File: src/rtl/cpu_types_pkg.sv
// Shared types for the unified-RAM arbiter: word type, RAM handshake state
// and the arbiter grant states.
package cpu_types_pkg;

    localparam int WORD_W = 32;

    typedef logic [WORD_W-1:0] word_t;

    typedef enum logic [1:0] {
        FREE   = 2'd0,
        BUSY   = 2'd1,
        ACCESS = 2'd2,
        ERROR  = 2'd3
    } ramstate_t;

    typedef enum logic [1:0] {
        IDLE = 2'd0,
        IGNT = 2'd1,
        DGNT = 2'd2
    } arb_state_t;

endpackage

File: src/rtl/arb_starve_ctr.sv
// Saturating count of data grants completed while a fetch waits.
// o_sat reflects the value the counter takes at the coming edge.
module arb_starve_ctr #(
    parameter int STARVE_MAX = 4
) (
    input  logic CLK,
    input  logic nRST,
    input  logic i_inc,
    input  logic i_clr,
    output logic o_sat
);

    localparam int CW = (STARVE_MAX < 1) ? 1 : $clog2(STARVE_MAX + 1);
    localparam logic [CW-1:0] C_MAX = CW'(STARVE_MAX);

    logic [CW-1:0] r_cnt;
    logic [CW-1:0] w_cnt_nxt;

    always_comb begin
        w_cnt_nxt = r_cnt;
        if (i_clr)
            w_cnt_nxt = '0;
        else if (i_inc && (r_cnt != C_MAX))
            w_cnt_nxt = r_cnt + 1'b1;
    end

    always_ff @(posedge CLK or negedge nRST) begin
        if (!nRST)
            r_cnt <= '0;
        else
            r_cnt <= w_cnt_nxt;
    end

    // Arbitration at a completing edge must see the post-update count.
    assign o_sat = (w_cnt_nxt == C_MAX);

endmodule

File: src/rtl/mem_arbiter.sv
// Unified RAM port arbiter between instruction fetch and data access.
// Optional build macro MEM_ARB_STATS_EN adds grant/conflict statistics counters.
//
// state | meaning
// IDLE  | no grant, RAM strobes low, arbitrate every cycle
// IGNT  | fetch owns the RAM port until ACCESS or iREN drops
// DGNT  | data owns the RAM port until ACCESS or request drops
module mem_arbiter
    import cpu_types_pkg::*;
#(
    parameter int STARVE_MAX = 4,
    parameter int ADDR_W     = 32,
    parameter int DATA_W     = 32
) (
    input  logic              CLK,
    input  logic              nRST,
    input  logic              iREN,
    input  logic [ADDR_W-1:0] iaddr,
    output logic [DATA_W-1:0] iload,
    output logic              iwait,
    input  logic              dREN,
    input  logic              dWEN,
    input  logic [ADDR_W-1:0] daddr,
    input  logic [DATA_W-1:0] dstore,
    output logic [DATA_W-1:0] dload,
    output logic              dwait,
    output logic              ramREN,
    output logic              ramWEN,
    output logic [ADDR_W-1:0] ramaddr,
    output logic [DATA_W-1:0] ramstore,
    input  logic [DATA_W-1:0] ramload,
    input  logic [1:0]        ramstate,
    output logic              arb_err,
    output logic [31:0]       stat_icyc,
    output logic [31:0]       stat_conf
);

    arb_state_t r_state;
    arb_state_t w_state_nxt;
    arb_state_t w_arb;
    ramstate_t  w_rs;
    logic       w_dreq;
    logic       w_access;
    logic       w_inc;
    logic       w_clr;
    logic       w_sat;
    logic       r_err;

    assign w_rs     = ramstate_t'(ramstate);
    assign w_dreq   = dREN | dWEN;
    assign w_access = (w_rs == ACCESS);

    assign iload = ramload;
    assign dload = ramload;

    assign w_inc = (r_state == DGNT) & w_dreq & w_access & iREN;
    assign w_clr = ~iREN | ((r_state == IGNT) & iREN & w_access);

    arb_starve_ctr #(.STARVE_MAX(STARVE_MAX)) u_starve (
        .CLK   (CLK),
        .nRST  (nRST),
        .i_inc (w_inc),
        .i_clr (w_clr),
        .o_sat (w_sat)
    );

    always_comb begin
        w_arb = IDLE;
        if (w_dreq && iREN)
            w_arb = w_sat ? IGNT : DGNT;
        else if (w_dreq)
            w_arb = DGNT;
        else if (iREN)
            w_arb = IGNT;
    end

    always_comb begin
        w_state_nxt = r_state;
        ramREN      = 1'b0;
        ramWEN      = 1'b0;
        ramaddr     = '0;
        ramstore    = '0;
        iwait       = iREN;
        dwait       = w_dreq;
        case (r_state)
            IDLE: w_state_nxt = w_arb;
            DGNT: begin
                if (!w_dreq) begin
                    w_state_nxt = IDLE;
                end else begin
                    ramWEN   = dWEN;
                    ramREN   = dREN & ~dWEN;
                    ramaddr  = daddr;
                    ramstore = dstore;
                    dwait    = ~w_access;
                    if (w_access)
                        w_state_nxt = w_arb;
                end
            end
            IGNT: begin
                if (!iREN) begin
                    w_state_nxt = IDLE;
                end else begin
                    ramREN  = 1'b1;
                    ramaddr = iaddr;
                    iwait   = ~w_access;
                    if (w_access)
                        w_state_nxt = w_arb;
                end
            end
            default: w_state_nxt = IDLE;
        endcase
    end

    always_ff @(posedge CLK or negedge nRST) begin
        if (!nRST)
            r_state <= IDLE;
        else
            r_state <= w_state_nxt;
    end

    // ERROR is retried like BUSY but leaves a sticky flag for software.
    always_ff @(posedge CLK or negedge nRST) begin
        if (!nRST)
            r_err <= 1'b0;
        else if ((r_state != IDLE) && (w_rs == ERROR))
            r_err <= 1'b1;
    end

    assign arb_err = r_err;

`ifdef MEM_ARB_STATS_EN
    word_t r_icyc;
    word_t r_conf;
    logic  w_arb_cyc;

    assign w_arb_cyc = (r_state == IDLE)
                     | ((r_state == DGNT) & w_dreq & w_access)
                     | ((r_state == IGNT) & iREN & w_access);

    always_ff @(posedge CLK or negedge nRST) begin
        if (!nRST) begin
            r_icyc <= '0;
            r_conf <= '0;
        end else begin
            if (r_state == IGNT)
                r_icyc <= r_icyc + 1'b1;
            if (w_arb_cyc && iREN && w_dreq)
                r_conf <= r_conf + 1'b1;
        end
    end

    assign stat_icyc = r_icyc;
    assign stat_conf = r_conf;
`else
    assign stat_icyc = '0;
    assign stat_conf = '0;
`endif

endmodule

File: config.mk
export PLATFORM = sky130hd
export DESIGN_NAME = mem_arbiter
export DESIGN_NICKNAME = d
export VERILOG_FILES = /design/src/rtl/cpu_types_pkg.sv /design/src/rtl/arb_starve_ctr.sv /design/src/rtl/mem_arbiter.sv
export SDC_FILE = /design/constraint.sdc
export NUM_CORES = 1
export LEC_CHECK = 0
export CAP_MARGIN = 20
export CELL_PAD_IN_SITES_DETAIL_PLACEMENT = 0
export CELL_PAD_IN_SITES_GLOBAL_PLACEMENT = 1
export CORE_AREA = 2 2 128 130
export DETAILED_ROUTE_END_ITERATION = 8
export DIE_AREA = 0 0 130 132
export MAX_ROUTING_LAYER = met4
export PLACE_DENSITY_LB_ADDON = 0.15
export SLEW_MARGIN = 20
export SYNTH_ARGS = -nofsm -noshare
export SYNTH_HDL_FRONTEND = slang
export SYNTH_SLANG_ARGS = --single-unit
File: constraint.sdc
create_clock -name CLK -period 5.59 [get_ports CLK]
set_input_delay 1.118 -clock CLK [delete_from_list [all_inputs] [get_ports CLK]]
set_output_delay 1.118 -clock CLK [all_outputs]
set_load 0.03 [all_outputs]
==> impl_metrics.ini <==
; physical design summary
[global_route]
grtUsageTotal = 0.09786
grt_first_pass_wirelength_mm = 12.54
grt_overflow_total = 0
grt_pass1_vias = 2105
grt_start_max_net_pins = 60

[pwr]
relative_contribution_of_combinational_cells_to_total_power = 0.845
pg_comb_uw = 933
power.share.sequential = 0.051
pwr.group.sequential_uw = 55.8
max-vdd-ir-drop_uv = 92.95
power.leakage_nw = 1.316
maxPowerGroup = combinational logic
cellPowerDensity_mw_per_mm2 = 315.6
share_clk_of_total_power = 0.104
clock_power_uw = 115
p_int_uw = 533.6

[place]
placed_wire_length_estimate_mm = 7.217
portBuffers = 171
placer_congestion = 0.6707

[layout]
layout_top_cells = sky130_fd_sc_hd__clkdlybuf4s50_1, sky130_fd_sc_hd__conb_1, sky130_fd_sc_hd__and2_1
combAreaFraction = 0.3511
comb_area_mm2 = 0.001227
area_share_nonclk_buffers = 0.4975
layout.area.seq_um2 = 150.1
layout.non_clock_buffers = 173
n_antenna_cell = 3
num-multi-input-gates = 200
dominant-cell-class = non-clock buffers
drive_above_1_share = 0.04113
layout.nets = 532
num-fill-cells = 1763
area.share.sequential = 0.04295
seq_cells = 6
clock_tree_area_fraction = 0.02147
mostFrequentLayoutCell = sky130_fd_sc_hd__clkdlybuf4s50_1
layout.clock_buffers = 3

[yosys]
ys_sh_mux = 0.004603
netlist-cell-type-count = 32
area_fraction_in_full_adders_half_adders_and_majority_gates = 0.03452
post_synth_main_logic_family = buffers and inverters
yosys.area_share.xor_xnor = 0.008055
postSynthAreaPerCell_um2 = 7.447
ys.warnings.count = 0
postSynthSeqShare = 0.06904
synthAoiAreaFrac = 0.1663
synth-seq-cells = 6
postSynthCellCount = 292
synthesis.area_mm2 = 0.002175

[clock_network]
cts_buffer_count = 3
cts_tree = yes
clock_sink_count = 6
cts_hold_repair.buffers = 0
cts_buffer_depth = 2
clkSlewWorstSetupHoldPaths_ps = 30
cts-htree-levels = 1
insertion_delay_ps = 230
root_buffer = sky130_fd_sc_hd__clkbuf_16
post-cts-setup-buffer-count = 0

[final_timing]
tightestPinTransition_ps = 621.3
setup_repair_after_global_routing_missed_its_margin = false
final_max_slew_viol_count = 0
timing.final.crit_period_ps = 4440
timing.final.hold_violations = 0
setup_violations = 0
hold-worst-slack_ps = 481.7
clock-skew-final_ps = 1.050
fmax_mhz = 225.2
tns_ps = 0
relSlewSlack = 0.5858

[critical_path]
critPathCaptureType = output pin
crit_arrival_ps = 3320
crit_path_frequent_cell = sky130_fd_sc_hd__clkdlybuf4s50_1
worstSetupStartpointType = input port
rr_startpoint = r_state[0]
delay_of_the_slowest_cell_on_the_worst_path_ps = 720
worst-endpoint-required_ps = 4470
timing.critical_path.max_delay_family = buffers and inverters
criticalPathCategory = input port to output pin
r2r_setup_slack_ps = 3520
worst-path-max-fanout = 59
timing.critical_path.slowest_stage_cell = sky130_fd_sc_hd__clkdlybuf4s50_1
rr_endpoint = r_state[1]
rr_worst_depth = 7

[route]
detail_route.wirelength_mm = 8.724
route.detailed.drc = 0
via_per_inst = 3.385
post_drt_wl_per_cell_um = 14.35
ant_nets = 0
via_count = 2058
drt_pass1_iterations = 4
first_iter_violations = 50

[hold_path]
hold_depth = 1
hold_path_end = arb_err
hold_start = arb_err
hold_class = flop to flop

[die]
io-pin-count = 332
floorplanUtilization = 0.1384
well_tap_count = 216
core-area_mm2 = 0.01571
floorplan.die_area_mm2 = 0.01716
placementRows = 46
fp.dieH_um = 132

[job]
openroad.warnings = 30
timing.max_cap.violations = 0

[outcome]
outcome = complete, no violations
-- how the worst max path moves through the flow --
| stage | end | slack, ps | cells after the start |
|---|---|---|---|
| 6_report | ramaddr[12] | 1150 | 7 |
| 5_1_grt | ramaddr[12] | 990 | 7 |
| 4_1_cts | ramaddr[15] | 1100 | 7 |
| 3_5_place_dp | ramaddr[15] | 1110 | 7 |
| 3_3_place_gp | ramaddr[15] | 1090 | 7 |
| 2_1_floorplan | ramaddr[18] | 2180 | 6 |
-- state kept, by name, indices dropped and copies added, names as in the netlist --
signal / cells
arb_err: 1
r_state: 2
u_starve.r_cnt: 3
-- metrics by stage --
| stage | setup WS [ps] | total power [mW] | utilization | instances | area [um2] |
|---|---|---|---|---|---|
| 4_1_cts | 1099 | 1.122 | 0.2219 | 605 | 3486 |
| 2_1_floorplan | 2183 | 0.7233 | - | 355 | 2411 |
| 6_report | 1150 | 1.103 | 0.2225 | 608 | 3496 |
| 3_3_place_gp | 1094 | 1.004 | 0.2171 | 602 | 3411 |
| 5_1_grt | 990.4 | 1.178 | 0.2225 | 608 | 3496 |
| 3_5_place_dp | 1112 | 1.002 | 0.2171 | 602 | 3411 |
-- routing by layer --
| metal | share of wire | GRT usage | routed length [um] | vias to the layer above |
|---|---|---|---|---|
| li1 | - | - | - | 963 |
| met5 | 0 | - | 0 | - |
| met3 | 0.10 | 0.03369 | 895 | 38 |
| met2 | 0.47 | 0.1556 | 4086 | 132 |
| met1 | 0.40 | 0.1141 | 3497 | 925 |
| met4 | 0.028 | 0.03405 | 245 | 0 |
-- synth_stat cells --
master                      instances  area (um2)
sky130_fd_sc_hd__conb_1             1       3.750
sky130_fd_sc_hd__mux2i_1            1       10.01
sky130_fd_sc_hd__a211oi_2           2       25.02
sky130_fd_sc_hd__a32o_1             1       10.01
sky130_fd_sc_hd__nor2_2             1       6.260
sky130_fd_sc_hd__inv_1              7       26.28
sky130_fd_sc_hd__o21a_1             2       15.01
sky130_fd_sc_hd__a2111oi_2          1       15.01
sky130_fd_sc_hd__o41ai_1            1       8.760
sky130_fd_sc_hd__o22ai_1            1       6.260
sky130_fd_sc_hd__xnor2_1            2       17.52
sky130_fd_sc_hd__a31o_2             2       17.52
sky130_fd_sc_hd__nand4b_2           1       15.01
sky130_fd_sc_hd__a211o_1            1       8.760
sky130_fd_sc_hd__or2_2              1       6.260
sky130_fd_sc_hd__or2b_1             1       7.510
sky130_fd_sc_hd__nand4b_1           1       8.760
sky130_fd_sc_hd__clkbuf_1          11       41.29
sky130_fd_sc_hd__dfrtp_1            6       150.1
sky130_fd_sc_hd__nand3b_1           1       7.510
sky130_fd_sc_hd__buf_4            128       960.9
sky130_fd_sc_hd__and2_1            34       212.7
sky130_fd_sc_hd__a22oi_1           32       240.2
sky130_fd_sc_hd__a21oi_1            3       15.01
sky130_fd_sc_hd__nand3_1            2       10.01
sky130_fd_sc_hd__buf_2              3       15.01
sky130_fd_sc_hd__and2b_2            1       8.760
sky130_fd_sc_hd__ha_1               6       75.07
sky130_fd_sc_hd__nor2_1             3       11.26
sky130_fd_sc_hd__nor2b_1           33       206.5
sky130_fd_sc_hd__and3b_1            1       8.760
sky130_fd_sc_hd__nand2_1            1       3.750
### Logic cells by family

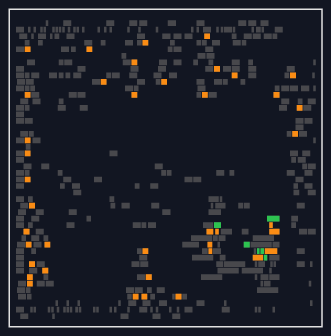
| color | family | cells | where |
|---|---|---|---|
| orange | aoi and oai cells | 40 | spread over the die |
| green | nand cells | 6 | south-east |

### Routed clock nets over the placement

Scale bar: 50 um.
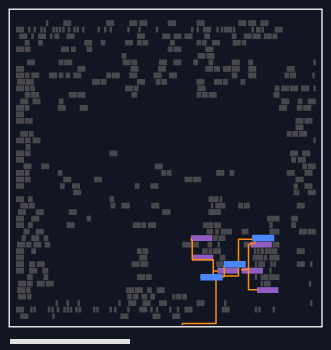
[purple] flip-flops | count: 6
[blue] clock drivers | count: 3
[orange] clock wires | length: 145 um
flops lie: south-east

No activity file was given, so power comes from the tool's default toggle rates.
